$ cat src/rtl/video_timing_gen.sv
// Video timing generator: pixel clock-enable divider plus horizontal/vertical
// counters with registered sync, blanking and line/frame strobes.
module video_timing_gen #(
  parameter int CLK_DIV   = 2,
  parameter int H_DISPLAY = 256,
  parameter int H_FRONT   = 7,
  parameter int H_SYNC    = 23,
  parameter int H_BACK    = 23,
  parameter int V_DISPLAY = 240,
  parameter int V_BOTTOM  = 14,
  parameter int V_SYNC    = 3,
  parameter int V_TOP     = 5,
  parameter bit HSYNC_POL = 1'b1,
  parameter bit VSYNC_POL = 1'b1,
  // Derived from the totals; not meant to be overridden.
  parameter int HW = $clog2(H_DISPLAY + H_FRONT + H_SYNC + H_BACK),
  parameter int VW = $clog2(V_DISPLAY + V_BOTTOM + V_SYNC + V_TOP)
) (
  input  logic          clk,
  input  logic          reset,
  input  logic          enable,
  output logic          pix_ce,
  output logic [HW-1:0] hpos,
  output logic [VW-1:0] vpos,
  output logic          display_on,
  output logic          hsync,
  output logic          vsync,
  output logic          line_start,
  output logic          frame_start
);

  localparam int H_TOTAL = H_DISPLAY + H_FRONT + H_SYNC + H_BACK;
  localparam int V_TOTAL = V_DISPLAY + V_BOTTOM + V_SYNC + V_TOP;

  localparam logic [HW-1:0] H_LAST = HW'(H_TOTAL - 1);
  localparam logic [VW-1:0] V_LAST = VW'(V_TOTAL - 1);

  // One bit wider than the counters so every boundary fits even with zero porches.
  localparam logic [HW:0] H_ACT_END  = (HW+1)'(H_DISPLAY);
  localparam logic [HW:0] H_SYNC_BEG = (HW+1)'(H_DISPLAY + H_FRONT);
  localparam logic [HW:0] H_SYNC_END = (HW+1)'(H_DISPLAY + H_FRONT + H_SYNC);
  localparam logic [VW:0] V_ACT_END  = (VW+1)'(V_DISPLAY);
  localparam logic [VW:0] V_SYNC_BEG = (VW+1)'(V_DISPLAY + V_BOTTOM);
  localparam logic [VW:0] V_SYNC_END = (VW+1)'(V_DISPLAY + V_BOTTOM + V_SYNC);

  logic w_pix_ce;

  generate
    if (CLK_DIV > 1) begin : g_div
      localparam int DW = $clog2(CLK_DIV);
      localparam logic [DW-1:0] DIV_LAST = DW'(CLK_DIV - 1);

      logic [DW-1:0] r_div_cnt;

      always_ff @(posedge clk or posedge reset) begin
        if (reset) begin
          r_div_cnt <= '0;
        end else if (enable) begin
          r_div_cnt <= (r_div_cnt == DIV_LAST) ? '0 : r_div_cnt + 1'b1;
        end
      end

      assign w_pix_ce = enable && !reset && (r_div_cnt == DIV_LAST);
    end else begin : g_nodiv
      assign w_pix_ce = enable && !reset;
    end
  endgenerate

  logic [HW-1:0] r_hpos;
  logic [VW-1:0] r_vpos;
  logic          r_hsync;
  logic          r_vsync;
  logic          r_display_on;

  logic          w_h_last;
  logic          w_v_last;
  logic [HW-1:0] w_hpos_next;
  logic [VW-1:0] w_vpos_next;
  logic          w_hsync_act;
  logic          w_vsync_act;
  logic          w_display_next;

  assign w_h_last    = (r_hpos == H_LAST);
  assign w_v_last    = (r_vpos == V_LAST);
  assign w_hpos_next = w_h_last ? '0 : r_hpos + 1'b1;
  assign w_vpos_next = !w_h_last ? r_vpos : (w_v_last ? '0 : r_vpos + 1'b1);

  // Decoding the next position keeps the registered levels aligned with hpos/vpos.
  assign w_hsync_act = ({1'b0, w_hpos_next} >= H_SYNC_BEG) &&
                       ({1'b0, w_hpos_next} <  H_SYNC_END);
  assign w_vsync_act = ({1'b0, w_vpos_next} >= V_SYNC_BEG) &&
                       ({1'b0, w_vpos_next} <  V_SYNC_END);
  assign w_display_next = ({1'b0, w_hpos_next} < H_ACT_END) &&
                          ({1'b0, w_vpos_next} < V_ACT_END);

  always_ff @(posedge clk or posedge reset) begin
    if (reset) begin
      r_hpos       <= '0;
      r_vpos       <= '0;
      r_hsync      <= ~HSYNC_POL;
      r_vsync      <= ~VSYNC_POL;
      r_display_on <= 1'b1;
    end else if (w_pix_ce) begin
      r_hpos       <= w_hpos_next;
      r_vpos       <= w_vpos_next;
      r_hsync      <= w_hsync_act ? HSYNC_POL : ~HSYNC_POL;
      r_vsync      <= w_vsync_act ? VSYNC_POL : ~VSYNC_POL;
      r_display_on <= w_display_next;
    end
  end

  assign pix_ce      = w_pix_ce;
  assign hpos        = r_hpos;
  assign vpos        = r_vpos;
  assign display_on  = r_display_on;
  assign hsync       = r_hsync;
  assign vsync       = r_vsync;
  assign line_start  = w_pix_ce && (r_hpos == '0);
  assign frame_start = w_pix_ce && (r_hpos == '0) && (r_vpos == '0);

endmodule

$ cat config.mk
export PLATFORM = sky130hd
export DESIGN_NAME = video_timing_gen
export DESIGN_NICKNAME = d
export VERILOG_FILES = /design/src/rtl/video_timing_gen.sv
export SDC_FILE = /design/constraint.sdc
export NUM_CORES = 1
export LEC_CHECK = 0
export CAP_MARGIN = 0
export CORE_ASPECT_RATIO = 0.6
export CORE_MARGIN = 2
export CORE_UTILIZATION = 56
export DETAILED_ROUTE_END_ITERATION = 8
export PLACE_DENSITY_LB_ADDON = 0.2
export SETUP_SLACK_MARGIN = 0.2
export SLEW_MARGIN = 10
export SYNTH_ARGS = -nofsm -noshare
export SYNTH_HDL_FRONTEND = slang
export SYNTH_SLANG_ARGS = --single-unit
export TNS_END_PERCENT = 10
$ cat constraint.sdc
create_clock -name clk -period 5.3 [get_ports clk]
set_input_delay 0.53 -clock clk [delete_from_list [all_inputs] [get_ports clk]]
set_output_delay 0.53 -clock clk [all_outputs]
set_load 0.05 [all_outputs]
==> impl_metrics.yaml, run 1 <==
# synthesis and place-and-route metrics
grt:
  grt_pass1_vias: 1331
  grt.busiest_layer: "met2"
  antenna_found_initial: 0
  grt_max_degree: 24
  grt_use_met3_pct: 7.97
  grt_pass1_wl_um: 6440
  grtUsageMet2_pct: 39.1
  grt_overflow: 0
finish:
  clockNetworkAreaShare_pct: 3.10
  finalInstanceArea_mm2: 0.00178
  logic_gates: 140
  utilization_pct: 70.4
  seq_area_um2: 552
  drive_gt1_share_pct: 7.00
  flop-count: 22
  largestClassByArea: "multi-input combinational cells"
  nets: 209
  final_cell_mix: "nand2_1 (30), clkdlybuf4s50_1 (26), o21ai_0 (21), dfrtp_1 (21), nor2_1 (14)"
  comb_area_um2: 832
  buffers_excl_clock: 28
  area_growth_syn_to_layout_pct: 18.7
  seq_area_share_pct: 31.1
  area_share_nonclk_buffers_pct: 15.5
  nClkBuffers: 4
  diodes: 0
  nNonClkInverters: 6
  fill_cells: 209
synthesis:
  syn_avg_cell_area_um2: 8.36
  ys_cells: 179
  yosys.area.top_type: "dfrtp_1"
  numSynthFlops: 22
  topCellsByArea: "dfrtp_1 (35%), nand2_1 (7.5%), o21ai_0 (7.0%)"
  synth-async-reset-ratio_pct: 100
  synth-main-ff-cell: "dfrtp_1"
  edf_count: 0
  yosys-top-cells-count: "nand2_1 (30), dfrtp_1 (21), o21ai_0 (21)"
  synth.most_common_cell: "nand2_1"
  fp_nets: 187
  synth.distinct_cells: 41
  top_area_share_pct: 35.1
  syn_area_mm2: 0.00150
  ys_seq_share_pct: 36.9
  yosys_area_mm2: 0.00150
  synthCells: 179
  synth_warnings: 0
setup_path:
  path_class: "register to output port"
  critPathCaptureType: "output port"
  r2r_end: "vsync$_DFFE_PP0P_"
  path_max_fanout: 6
  critPathLaunch: "hpos[0]$_DFFE_PP0P_"
  worstPathArrival_ns: 3.36
  r2r-start: "hpos[0]$_DFFE_PP0P_"
  cp-endpoint: "frame_start"
  start_kind: "register"
  r2r_setup_slack_ns: 2.14
  rr_worst_depth: 9
  cp.required_ns: 4.77
placement:
  dp_cells: 228
  port_buffers: 26
  dp_hpwl_um: 2910
  pre_cts_slack_ns: 1.78
  place_congestion: 0.909
  place_area_mm2: 0.00172
route:
  drtPass1Iterations: 6
  drc: 0
  first_iter_violations: 231
  drtAntennaViolNets: 0
  drt-vias-per-instance: 6.47
cts:
  postCtsHoldBufs: 0
  postCtsResizedCells: 0
  post-cts-setup-buffers: 0
  clkTransAtPathRegs_ns: 0.08
  cts_tree: "built"
  cts_buffer_depth: 2
  insertion_delay_ns: 0.27
  root_buffer: "clkbuf_8"
  numCtsBuffers: 3
  cts.sinks: 22
  cts.htree.levels: 1
hold_path:
  hold_depth: 1
  min_to: "g_div.r_div_cnt$_DFFE_PP0P_"
  hp-class: "register to register"
  min-delay-start: "g_div.r_div_cnt$_DFFE_PP0P_"
power_and_ir_drop:
  powerSeq_w: 0.000242
  powerDensity_mw_per_mm2: 354
  top_power_group: "combinational logic"
  intPower_w: 0.000355
  netSwitchingFraction_pct: 43.5
  netSwitchingPower_w: 0.000274
  pg_clk_w: 0.000122
  power_w: 0.000629
  seqPwrFrac_pct: 38.5
  clkPwrFrac_pct: 19.4
  ir_worst_vdd_v: 0.000225
  pwr-share-comb_pct: 42.1
  p_leak_nw: 0.694
  powerComb_w: 0.000265
timing:
  final_hold_viol_count: 0
  whs_ns: 0.464
  maxSlewViolCount: 0
  tightestPinTransition_ns: 0.808
  slew_headroom_pct: 46.0
  fin_worst_skew_ns: 0.00454
  layout_min_cycle_time_ns: 3.89
  clock.fmax_mhz: 257
  final-setup-viol-count: 0
  min_period_over_period_pct: 73.4
  fin_tns_setup_ns: 0
  setup_slack_ns: 1.41
  rsz0062_at_grt: "no"
job:
  openroad.warnings: 29
  cap_violations: 0
outcome:
  outcome: "complete, no violations"
floorplan:
  die_y_um: 44.0
  pin_count: 27
  initCoreUtil_pct: 59.3
  tapCellCount: 32
  die-area_mm2: 0.00312
  coreArea_mm2: 0.00252
  row_count: 14
  die_w_um: 70.7
==> run 1: critical path: stages, from the launching register on <==
cell and delay, ns:
dfrtp_1 0.45, inv_1 0.12, ha_1 0.18, or4b_4 0.50, or4_2 0.57, nor3_1 0.23
and4_1 0.24, clkdlybuf4s50_1 0.80
==> run 1: cells by family after synthesis <==
family	count (synthesis)	share of synthesized area (%)
compound gates	39	16.5
xor+xnor	9	5.27
fa+ha+maj	5	4.18
buf+inv	17	7.53
flops	22	36.9
mux	1	0.752
simple gates	86	28.9
==> run 1: per-layer routing <==
metal / part of all wire, % / routed length, um
met5: 0 / 0
met4: 4.3 / 174
met3: 11 / 435
met2: 41 / 1640
met1: 44 / 1780
Fig. 1: run 1, met1 routing
Scale: 6 px per um. Supply wires on this layer in grey.
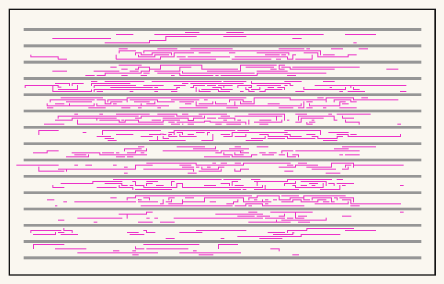
wire length on this layer = 1780 um
share of all routed wire = 44%
main direction = horizontal
longest straight run = 29.4 um
nets with wire on the layer = 183
GR Layer Usage met1: 37.8%
WL final: 4030 um
vias after detailed routing: 1502

Fig. 2: run 1, logic cells by family
Scale: 10 px per um.
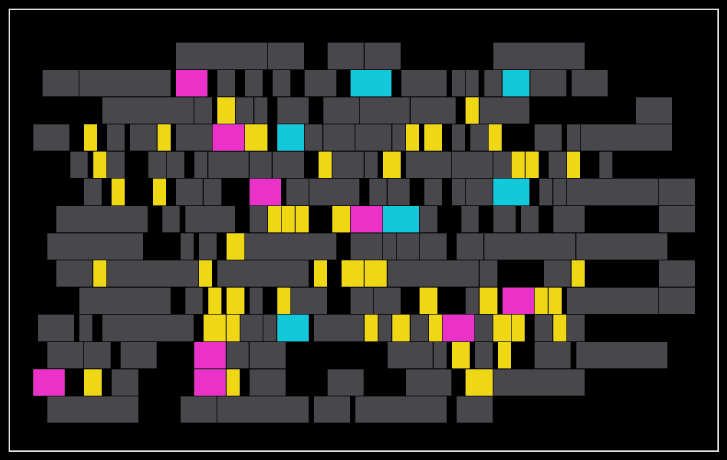
nand cells -> yellow  # cells 47, most used nand2_1
non-inverting ao/oa cells -> cyan  # cells 6
xor and xnor cells -> magenta  # cells 9, most used xor2_1
most frequent logic cell in the layout: nand2_1
Layout Cells excl Fill: 232
Comb/total area: 46.8%

Fig. 3: run 1, wiring by layer
Scale: 6 px per um. Only two layers are drawn.
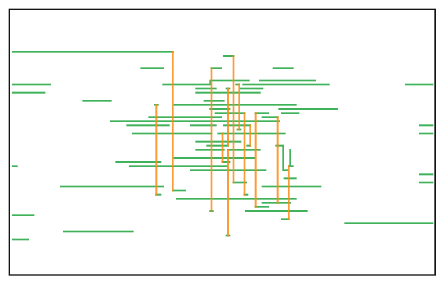
M3 -> green  # wire length 435 um
M4 -> orange  # wire length 175 um
GRT Total Usage: 27.4%
routed wirelength normalized by instance count: 17.4 um

Fig. 4: run 1, track usage over the die
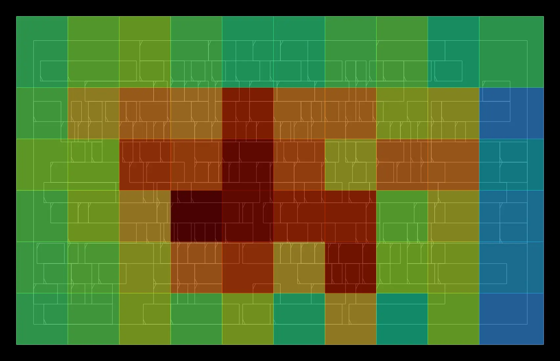

==> inputs of run 2 (changes only) <==
--- a/config.mk
+++ b/config.mk
@@ -8,7 +8,7 @@
 export CAP_MARGIN = 0
 export CORE_ASPECT_RATIO = 0.6
 export CORE_MARGIN = 2
-export CORE_UTILIZATION = 56
+export CORE_UTILIZATION = 52
 export DETAILED_ROUTE_END_ITERATION = 8
 export PLACE_DENSITY_LB_ADDON = 0.2
 export SETUP_SLACK_MARGIN = 0.2
==> constraint.sdc (replaced) <==
create_clock -name clk -period 4.07 [get_ports clk]
set_input_delay 0.407 -clock clk [delete_from_list [all_inputs] [get_ports clk]]
set_output_delay 0.407 -clock clk [all_outputs]
set_load 0.05 [all_outputs]
Fig. 5: run 2, track usage over the die
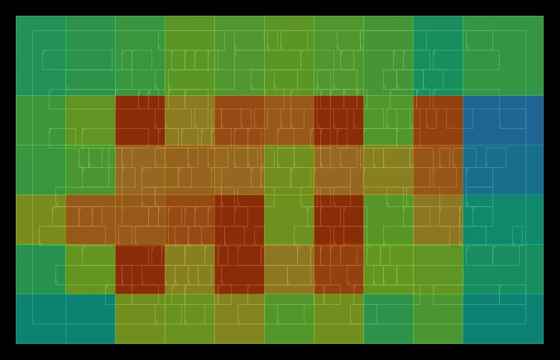
GR peak layer: met1
GR Layer Usage met2: 34.6%
Final Util: 63.6%
GR Layer Usage met1: 36.1%
routed wirelength normalized by instance count: 16.3 um

==> impl_metrics.yaml, run 2 <==
# synthesis and place-and-route metrics
power_and_ir_drop:
  powerComb_w: 0.000340
  intPower_w: 0.000461
  pwr-share-comb_pct: 41.9
  clkPwrFrac_pct: 19.4
  netSwitchingFraction_pct: 43.3
  top_power_group: "combinational logic"
  ir_worst_vdd_v: 0.000375
  power_w: 0.000813
cts:
  postCtsHoldBufs: 0
  root_buffer: "clkbuf_8"
  cts_buffer_depth: 2
  numCtsBuffers: 3
  insertion_delay_ns: 0.26
  post-cts-setup-buffers: 0
  postCtsResizedCells: 0
route:
  drt-vias-per-instance: 6.15
  met1_length_um: 1870
  drc: 0
  wl_um: 3800
  wl_met3_um: 263
  drtAntennaViolNets: 0
  drtPass1Iterations: 4
  route.met2.wl_um: 1640
  dr_total_vias: 1440
setup_path:
  cp-endpoint: "line_start"
  r2r_setup_slack_ns: 1.07
  path_cells: "inv_1 -> ha_1 -> or4b_4 -> or4_2 -> nor3_2 -> clkdlybuf4s50_1"
  r2r_end: "vsync$_DFFE_PP0P_"
  r2r-start: "hpos[0]$_DFFE_PP0P_"
  cpPeakStageDelay_ns: 0.83
  cp.required_ns: 3.66
  worst_path_max_delay_cell: "clkdlybuf4s50_1"
  critPathCaptureType: "output port"
  path_class: "register to output port"
  rr_worst_depth: 9
  critPathLaunch: "hpos[0]$_DFFE_PP0P_"
synthesis:
  yosys.area.top_type: "dfrtp_1"
  yosys-top-cells-count: "nand2_1 (30), dfrtp_1 (21), o21ai_0 (21)"
  yosys_area_mm2: 0.00150
  ys_seq_share_pct: 36.9
  top_area_share_pct: 35.1
  synth.distinct_cells: 41
  edf_count: 0
  numSynthFlops: 22
  topCellsByArea: "dfrtp_1 (35%), nand2_1 (7.5%), o21ai_0 (7.0%)"
  ys_cells: 179
  synthCells: 179
  synth_warnings: 0
  synth-async-reset-ratio_pct: 100
  synth-main-ff-cell: "dfrtp_1"
placement:
  dp_cells: 230
  place_congestion: 0.981
  pre_cts_slack_ns: 0.947
  place_area_mm2: 0.00172
floorplan:
  die-area_mm2: 0.00334
  row_count: 15
  pin_count: 27
  initCoreUtil_pct: 53.5
  tapCellCount: 34
grt:
  grt_pass1_vias: 1204
  grt_overflow: 0
  antenna_found_initial: 0
  grt_pass1_wl_um: 5920
  grt_max_degree: 23
hold_path:
  hold_depth: 1
  min-delay-start: "g_div.r_div_cnt$_DFFE_PP0P_"
  min_to: "g_div.r_div_cnt$_DFFE_PP0P_"
timing:
  slew_headroom_pct: 50.9
  fin_worst_skew_ns: 0.00704
  fin_tns_setup_ns: 0
  final_hold_viol_count: 0
  rsz0062_at_grt: "no"
finish:
  finalInstanceArea_mm2: 0.00178
  diodes: 0
  combAreaFraction_pct: 47.0
  seq_area_um2: 552
  area_growth_syn_to_layout_pct: 18.9
  layout_top_cell: "nand2_1"
  nNonClkInverters: 6
  fill_cells: 241
  largestClassByArea: "multi-input combinational cells"
  nets: 209
outcome:
  outcome: "complete, no violations"
[run 2: cell counts after synthesis]
No cell type changed its count.
[run 2: cell families after synthesis]
| kind of cell | count (synthesis) | share of synthesized area, % |
|---|---|---|
| AOI/OAI and AO/OA | 39 | 16.5 |
| xor gates and xnor gates | 9 | 5.27 |
| adders and majority gates | 5 | 4.18 |
| buffers and inverters | 17 | 7.53 |
| DFF | 22 | 36.9 |
| muxes | 1 | 0.752 |
| and+or+nand+nor | 86 | 28.9 |
[run 2: critical path, delay by kind of cell (launching register included)]
kind	cells	cell delay, ns
flops	1	0.44
buf+inv	2	0.95
fa+ha+maj	1	0.15
simple gates	3	1.21
[run 2: layer usage]
metal / global-route usage [%] / up-vias
li1: - / 688
met1: 36.1 / 702
met2: 34.6 / 46
met3: 5.75 / 4
met4: 5.56 / 0
met5: 0 / -
Power figures rest on the tool's default switching activity, not on a simulated workload.
